==> images/layer_met3.png <==
Bar = 50 µm.
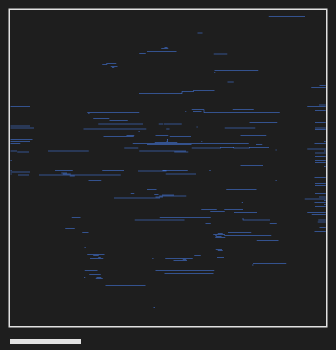
==> images/layer_met2.png <==
Bar = 50 µm.
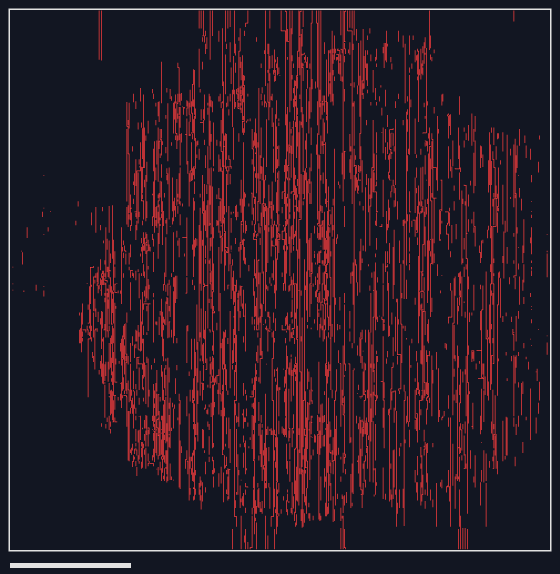
==> images/clocks.png <==
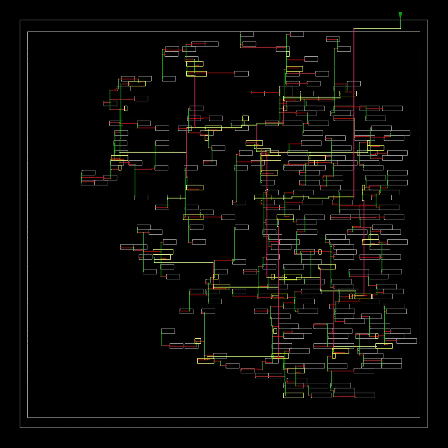
==> images/layer_met1.png <==
Cells faint in the background.
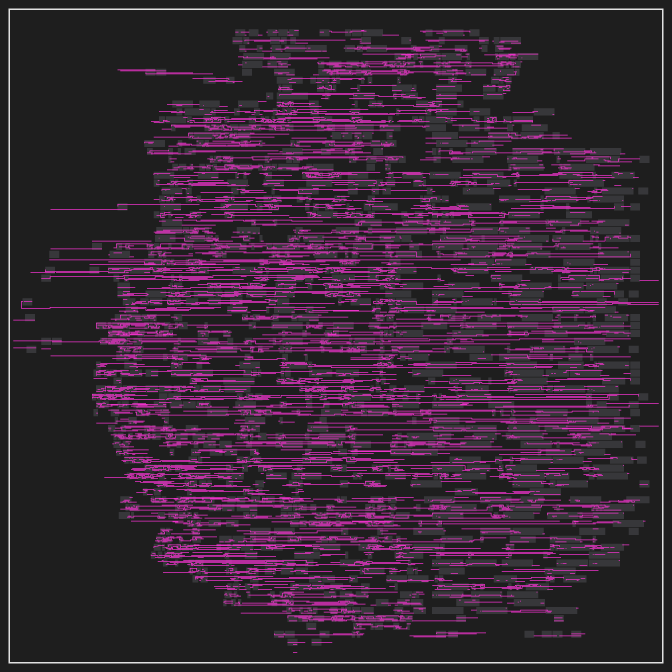
===== src/rtl/keypad_entry_fifo.sv =====
// rtl/keypad_entry_fifo.sv - keypad digit entry with hex/decimal conversion and output FIFO
//
// Purpose: turns debounced keypad coordinates into DATA_WIDTH-bit words. Digits
// are collected in a nibble buffer with shift/backspace/clear editing. A confirm
// pushes the word into a small FIFO. Hex entries are pushed directly. Decimal
// entries are converted one digit per cycle.
//
// Ports:
//   clk, rst_n      clock, synchronous active-low reset
//   key_coord       {row_onehot, col_onehot}, 8'h00 = no key
//   input_enable    0 ignores keystrokes and clears the pending shift
//   dec_mode        radix for a new entry (1 = decimal), latched on first digit
//   out_ready       CPU accepts FIFO head
//   out_data        FIFO head value
//   out_overflow    FIFO head decimal-overflow flag
//   out_valid       FIFO not empty
//   fifo_full       FIFO holds FIFO_DEPTH entries
//   entry_digits    entry buffer, nibble 0 = most recent digit
//   digit_count     digits currently in the entry
//   entry_mode      latched radix of the current entry
//   shift_active    shift modifier pending
//   busy            decimal conversion in progress
module keypad_entry_fifo #(
  parameter  int DATA_WIDTH = 32,
  parameter  int DEC_DIGITS = 10,
  parameter  int FIFO_DEPTH = 4,
  localparam int HEX_DIGITS = DATA_WIDTH / 4,
  localparam int BUF_DIGITS = (HEX_DIGITS > DEC_DIGITS) ? HEX_DIGITS : DEC_DIGITS,
  localparam int CW         = $clog2(BUF_DIGITS + 1)
) (
  input  logic                    clk,
  input  logic                    rst_n,
  input  logic [7:0]              key_coord,
  input  logic                    input_enable,
  input  logic                    dec_mode,
  input  logic                    out_ready,
  output logic [DATA_WIDTH-1:0]   out_data,
  output logic                    out_overflow,
  output logic                    out_valid,
  output logic                    fifo_full,
  output logic [4*BUF_DIGITS-1:0] entry_digits,
  output logic [CW-1:0]           digit_count,
  output logic                    entry_mode,
  output logic                    shift_active,
  output logic                    busy
);

  localparam int PW = (FIFO_DEPTH > 1) ? $clog2(FIFO_DEPTH) : 1;
  localparam int BW = 4 * BUF_DIGITS;
  localparam int AW = DATA_WIDTH + 4;
  localparam logic [CW-1:0] HEX_LIM  = CW'(HEX_DIGITS);
  localparam logic [CW-1:0] DEC_LIM  = CW'(DEC_DIGITS);
  localparam logic [PW:0]   FIFO_LIM = (PW + 1)'(FIFO_DEPTH);

  // Internal key codes: 0-9 digits, A-D letters, E = '*', F = '#'.
  localparam logic [3:0] K_A    = 4'hA;
  localparam logic [3:0] K_B    = 4'hB;
  localparam logic [3:0] K_C    = 4'hC;
  localparam logic [3:0] K_D    = 4'hD;
  localparam logic [3:0] K_STAR = 4'hE;
  localparam logic [3:0] K_HASH = 4'hF;

  // Indexed by {row, col}.
  localparam logic [3:0] KEY_MAP [16] = '{
    4'h1, 4'h2, 4'h3, K_A,
    4'h4, 4'h5, 4'h6, K_B,
    4'h7, 4'h8, 4'h9, K_C,
    K_STAR, 4'h0, K_HASH, K_D
  };

  typedef enum logic {ENTRY = 1'b0, CONVERT = 1'b1} state_t;

  state_t                state_q, state_d;
  logic [7:0]            key_cur, key_prev;
  logic [BW-1:0]         buf_q, buf_d;
  logic [CW-1:0]         cnt_q, cnt_d;
  logic                  mode_q, mode_d;
  logic                  shift_q, shift_d;
  logic [DATA_WIDTH-1:0] acc_q, acc_d;
  logic                  ovf_q, ovf_d;
  logic [CW-1:0]         idx_q, idx_d;

  logic [DATA_WIDTH:0]   fifo_mem [FIFO_DEPTH];
  logic [PW-1:0]         wr_ptr, rd_ptr;
  logic [PW:0]           fifo_cnt;

  logic                  key_valid, key_event;
  logic [1:0]            row_idx, col_idx;
  logic [3:0]            key_val;
  logic                  eff_dec;
  logic                  do_digit;
  logic [3:0]            digit_val;
  logic [3:0]            conv_nib;
  logic [AW-1:0]         conv_wide;
  logic                  push, pop;
  logic [DATA_WIDTH:0]   push_word;

  // ---------------------------------------------------------------- key decode
  always_comb begin
    row_idx = 2'd0;
    col_idx = 2'd0;
    for (int i = 0; i < 4; i++) begin
      if (key_cur[4+i]) row_idx = 2'(i);
      if (key_cur[i])   col_idx = 2'(i);
    end
  end

  assign key_valid = $onehot(key_cur[7:4]) && $onehot(key_cur[3:0]);
  // Only a clean 00 -> valid transition counts, so a held key fires once.
  assign key_event = key_valid && (key_prev == 8'h00);
  assign key_val   = KEY_MAP[{row_idx, col_idx}];

  // Radix that governs the next digit: a fresh entry follows dec_mode,
  // a started entry keeps its latched radix.
  assign eff_dec = (cnt_q == '0) ? dec_mode : mode_q;

  // Decimal conversion step, exact in DATA_WIDTH+4 bits.
  assign conv_nib  = buf_q[idx_q*4 +: 4];
  assign conv_wide = ({4'b0000, acc_q} * AW'(10)) + AW'(conv_nib);

  // ------------------------------------------------------- next-state / edits
  always_comb begin
    state_d   = state_q;
    buf_d     = buf_q;
    cnt_d     = cnt_q;
    mode_d    = mode_q;
    shift_d   = shift_q;
    acc_d     = acc_q;
    ovf_d     = ovf_q;
    idx_d     = idx_q;
    do_digit  = 1'b0;
    digit_val = 4'h0;
    push      = 1'b0;
    push_word = '0;

    case (state_q)
      ENTRY: begin
        if (key_event && input_enable) begin
          if (shift_q) begin
            shift_d = 1'b0;
            case (key_val)
              K_A: if (!eff_dec) begin do_digit = 1'b1; digit_val = 4'hE; end
              K_B: if (!eff_dec) begin do_digit = 1'b1; digit_val = 4'hF; end
              K_C: if (cnt_q != '0) begin
                buf_d = buf_q >> 4;
                cnt_d = cnt_q - 1'b1;
              end
              default: ;
            endcase
          end else begin
            case (key_val)
              K_A, K_B, K_C: if (!eff_dec) begin do_digit = 1'b1; digit_val = key_val; end
              K_D: shift_d = 1'b1;
              K_STAR: begin
                buf_d = '0;
                cnt_d = '0;
              end
              K_HASH: if ((cnt_q != '0) && !fifo_full) begin
                if (mode_q) begin
                  state_d = CONVERT;
                  acc_d   = '0;
                  ovf_d   = 1'b0;
                  idx_d   = cnt_q - 1'b1;
                end else begin
                  push      = 1'b1;
                  push_word = {1'b0, buf_q[DATA_WIDTH-1:0]};
                  buf_d     = '0;
                  cnt_d     = '0;
                end
              end
              default: begin
                do_digit  = 1'b1;
                digit_val = key_val;
              end
            endcase
          end

          if (do_digit && (cnt_q < (eff_dec ? DEC_LIM : HEX_LIM))) begin
            buf_d = {buf_q[BW-5:0], digit_val};
            cnt_d = cnt_q + 1'b1;
            if (cnt_q == '0) mode_d = dec_mode;
          end
        end
      end

      CONVERT: begin
        acc_d = conv_wide[DATA_WIDTH-1:0];
        ovf_d = ovf_q | (|conv_wide[AW-1:DATA_WIDTH]);
        if (idx_q == '0) begin
          // Entry to CONVERT required a non-full FIFO and only pops happen
          // meanwhile, so this push always has room.
          push      = 1'b1;
          push_word = {ovf_d, acc_d};
          buf_d     = '0;
          cnt_d     = '0;
          state_d   = ENTRY;
        end else begin
          idx_d = idx_q - 1'b1;
        end
      end

      default: state_d = ENTRY;
    endcase

    if (!input_enable) shift_d = 1'b0;
  end

  // ------------------------------------------------------------ state register
  always_ff @(posedge clk) begin
    if (!rst_n) begin
      state_q  <= ENTRY;
      key_cur  <= '0;
      key_prev <= '0;
      buf_q    <= '0;
      cnt_q    <= '0;
      mode_q   <= 1'b0;
      shift_q  <= 1'b0;
      acc_q    <= '0;
      ovf_q    <= 1'b0;
      idx_q    <= '0;
    end else begin
      state_q  <= state_d;
      key_cur  <= key_coord;
      key_prev <= key_cur;
      buf_q    <= buf_d;
      cnt_q    <= cnt_d;
      mode_q   <= mode_d;
      shift_q  <= shift_d;
      acc_q    <= acc_d;
      ovf_q    <= ovf_d;
      idx_q    <= idx_d;
    end
  end

  // ---------------------------------------------------------------- output FIFO
  assign out_valid = (fifo_cnt != '0);
  assign fifo_full = (fifo_cnt == FIFO_LIM);
  assign pop       = out_valid && out_ready;

  always_ff @(posedge clk) begin
    if (!rst_n) begin
      wr_ptr   <= '0;
      rd_ptr   <= '0;
      fifo_cnt <= '0;
      for (int i = 0; i < FIFO_DEPTH; i++) fifo_mem[i] <= '0;
    end else begin
      if (push) begin
        fifo_mem[wr_ptr] <= push_word;
        wr_ptr           <= wr_ptr + 1'b1;
      end
      if (pop) rd_ptr <= rd_ptr + 1'b1;
      case ({push, pop})
        2'b10:   fifo_cnt <= fifo_cnt + 1'b1;
        2'b01:   fifo_cnt <= fifo_cnt - 1'b1;
        default: fifo_cnt <= fifo_cnt;
      endcase
    end
  end

  assign out_data     = fifo_mem[rd_ptr][DATA_WIDTH-1:0];
  assign out_overflow = fifo_mem[rd_ptr][DATA_WIDTH];

  assign entry_digits = buf_q;
  assign digit_count  = cnt_q;
  assign entry_mode   = mode_q;
  assign shift_active = shift_q;
  assign busy         = (state_q == CONVERT);

endmodule


===== config.mk =====
export PLATFORM = sky130hd
export DESIGN_NAME = keypad_entry_fifo
export DESIGN_NICKNAME = d
export VERILOG_FILES = /design/src/rtl/keypad_entry_fifo.sv
export SDC_FILE = /design/constraint.sdc
export NUM_CORES = 1
export LEC_CHECK = 0
export CAP_MARGIN = 20
export CORE_MARGIN = 4
export CORE_UTILIZATION = 30
export DETAILED_ROUTE_END_ITERATION = 10
export PLACE_DENSITY = 0.46
export SLEW_MARGIN = 25
export SYNTH_ARGS = -nofsm -noshare
export SYNTH_HDL_FRONTEND = slang
export SYNTH_SLANG_ARGS = --single-unit

===== constraint.sdc =====
create_clock -name clk -period 16.9 [get_ports clk]
set_input_delay 3.38 -clock clk [delete_from_list [all_inputs] [get_ports clk]]
set_output_delay 3.38 -clock clk [all_outputs]
set_load 0.1 [all_outputs]

==> results.json <==
{
  "drt_pass1_iterations": 5,
  "syn_area_per_cell_um2": 9.97,
  "grt_max_degree": 66,
  "antenna_found_initial": 2,
  "rsz0062_at_grt": "no",
  "cts_resized": 0,
  "antenna_left": 0,
  "dp_slack_ps": 9750,
  "synth-edff-count": 132,
  "cts_tree": "built",
  "die_height_um": 224,
  "cts.htree.levels": 1,
  "leakage_nw": 5.86,
  "final_nets": 1553,
  "postCtsSetupBuffers": 0,
  "synth_cell_types": 84,
  "clockBufferDepth": 3,
  "synth.most_common_cell": "edfxtp_1",
  "grt_pass1_vias": 10500,
  "finalCritPeriodShare_pct": 38.6,
  "die_x_um": 224,
  "synthTopCellsByArea": "edfxtp_1 28%, dfxtp_1 16%, ha_1 6.9%, mux4_2 6.6%, nor2b_1 3.4%",
  "io_buffers": 94,
  "cp_slowest_cell": "clkdlybuf4s50_1",
  "slew_violations": 0,
  "ys.flops": 241,
  "area_growth_pct": 17.3,
  "io_pins": 95,
  "cts_inserted_buffers": 27,
  "start_kind": "input pin",
  "clkSinkCount": 241,
  "async_reset_ff_share_pct": 0,
  "initial_core_util_pct": 30.6,
  "globalRouteOverflowTotal": 0,
  "min_period_ps": 6520,
  "chipArea_um2": 50200,
  "viasPerCell": 5.21,
  "fmax_ghz": 0.153,
  "grt.total_usage_pct": 16.3,
  "wire_per_inst_um": 20.2,
  "syn_area_um2": 14000,
  "hold_violations": 0,
  "ys_warn_count": 0,
  "clk_pin_slew_ps": 60,
  "cp.required_ps": 17100,
  "hold_buffers": 0,
  "worst_slew_pin_slew_ps": 1050,
  "crit_chain": "clkdlybuf4s50_1, nand2_1, nor2_1, nand4_1, or3_1, nor3_2, and2_4, or2_4, nand2_2, or3_1, buf_4, nand2_1, buf_4",
  "power.density_nw_per_um2": 81.5,
  "diodes": 0,
  "relSlewSlack_pct": 29.6,
  "warnings": 32,
  "status": "completed",
  "cts_root_buffer": "clkbuf_16",
  "synth.top_cell.area_share_pct": 28.3,
  "layout.cells.non_filler": 2079,
  "critPathTopFamily": "simple AND/OR/NAND/NOR gates",
  "yosysChipArea_um2": 14000,
  "synth_area_leader_cell": "edfxtp_1",
  "ff_type": "edfxtp_1",
  "synth_nets": 1500,
  "grt_pass1_wl_um": 64900,
  "drc": 0,
  "dp_hpwl_um": 30000,
  "coreArea_um2": 45800,
  "maxCapViolations": 0,
  "ys_cells": 1405,
  "irDropWorstVdd_v": 0.0000631,
  "globalplace.congestion": 0.823,
  "hp-class": "reg -> reg",
  "worstSkewPairLatency_ps": 540,
  "first_iter_violations": 758,
  "fin_ws_ps": 10380,
  "crit_path_end_kind": "flop",
  "common_cells": "132 x edfxtp_1, 124 x nand2_1, 122 x nor2_1",
  "cp_max_fo": 34,
  "netlist_instances": 1405,
  "setup_tns_ps": 0,
  "setup_viol": 0,
  "slowest_delay_ps": 510,
  "drive_above_1_share_pct": 9.53
}
Notes on layer_met3.png above:
nets with wire on the layer	113
longest straight run	81.9 µm
share of all routed wire	4.5%
wire length on this layer	1,890 µm
main direction	horizontal
grt met3 use: 2.14%
via count: 10,800
total length of routed wires: 42,100 µm

Notes on layer_met2.png above:
wire length on this layer	19,000 µm
share of all routed wire	45%
nets with wire on the layer	1,255
longest straight run	80.2 µm

Notes on clocks.png above:
clk_skew: 10.2 ps
clk_buf instances: 34
Clk power: 618 µW
FFs & Latches: 241

Notes on layer_met1.png above:
longest straight run	83.3 µm
wire length on this layer	20.4 mm
main direction	horizontal
nets with wire on the layer	1,465
share of all routed wire	49%
met1 usage: 23.9%

==> sequential cells by signal, indices dropped and copies added (netlist names), 3 cells and up, named ones only <==
register / cells
digit_count: 4
entry_digits: 40
acc_q: 32
key_cur: 8
idx_q: 4
fifo_cnt: 3
fifo_mem: 132
key_prev: 8
==> routing by layer <==
metal	share of wire (%)	GRT usage, %	wire [µm]	up-vias
met5	0.050	0	21	-
met4	1.7	3.46	722	4
met3	4.5	2.14	1890	52
met2	45	25.9	19000	252
met1	49	23.9	20400	5280
li1	-	-	-	5253
==> cells by family (layout without fill, tap and decap cells) <==
group / count (synthesis) / after routing / share of synthesized area (%)
AOI/OAI and AO/OA: 332 / 332 / 15.3
buffers and inverters: 141 / 215 / 4.08
and+or+nand+nor: 506 / 506 / 18.5
xor gates and xnor gates: 51 / 51 / 3.19
adders and majority gates: 82 / 82 / 7.59
muxes: 52 / 52 / 7.46
DFF: 241 / 241 / 43.9
==> path summary, 6_finish.rpt <==
check / startpoint / to / slack, ps / cells past startpoint
hold reg to reg: key_cur[0] / key_prev[0] / 470 / 1
setup reg to reg: idx_q[0] / fifo_mem[1][31] / 11510 / 14
hold / removal: key_cur[0] / key_prev[0] / 470 / 1
setup / recovery: input_enable / fifo_mem[2][25] / 10380 / 13
==> worst reg2reg max path: stages, from the launching register on <==
cell      delay (ps)
dfxtp_1          870
mux4_2           610
a221oi_1         300
a21oi_1          110
ha_1             360
a21o_1           150
nand4b_1         150
nor4_1           520
nand3_1          330
inv_1            120
nand4_1          230
nor3_2           420
a31oi_1          180
o21ai_0          600
a21oi_1          160
==> cell type report <==
cell class	count	area, µm²
Fill cell	4633	29400
Multi-Input combinational cell	1023	7320
Sequential cell	241	6150
Timing Repair Buffer	113	1080
Tap cell	600	751
Clock buffer	34	712
Clock inverter	16	213
Inverter	52	195
==> report_power, final <==
group	internal, mW	switching [mW]
clock network	0.375	0.243
registers	0.632	0.00601
logic	0.0243	0.0584
==> placed cells by master (no fill, tap or decap), drive strengths merged, types with 5 or more instances in the layout <==
| cell type | n |
|---|---|
| a22oi | 59 |
| nand3 | 21 |
| inv | 53 |
| a21boi | 8 |
| o31ai | 5 |
| clkbuf | 34 |
| mux2 | 6 |
| nand2 | 125 |
| mux2i | 5 |
| fa | 5 |
| mux4 | 41 |
| clkdlybuf4s50 | 93 |
| xnor2 | 32 |
| nand4b | 5 |
| bufinv | 5 |
| and2 | 44 |
| a31oi | 5 |
| o21a | 8 |
| a2bb2oi | 6 |
| a21oi | 92 |
| nor2 | 123 |
| nor3b | 5 |
| buf | 20 |
| nor4 | 15 |
| ha | 77 |
| and3 | 17 |
| nor2b | 76 |
| or3 | 8 |
| a211oi | 13 |
| edfxtp | 132 |
| dfxtp | 109 |
| xor2 | 19 |
| a21o | 10 |
| o211ai | 9 |
| nand4 | 21 |
| nor3 | 28 |
| clkinv | 9 |
| o21ai | 84 |
==> per-stage QoR <==
stage	power (mW)	hold slack (ps)	area (µm²)
CTS	1.36	478	16400
floorplan	0.709	430	14000
global placement	0.734	447	15500
detailed placement	0.734	468	15500
global route	1.39	488	16400
finish	1.34	471	16400
Power is estimated from default activity; no workload was simulated.
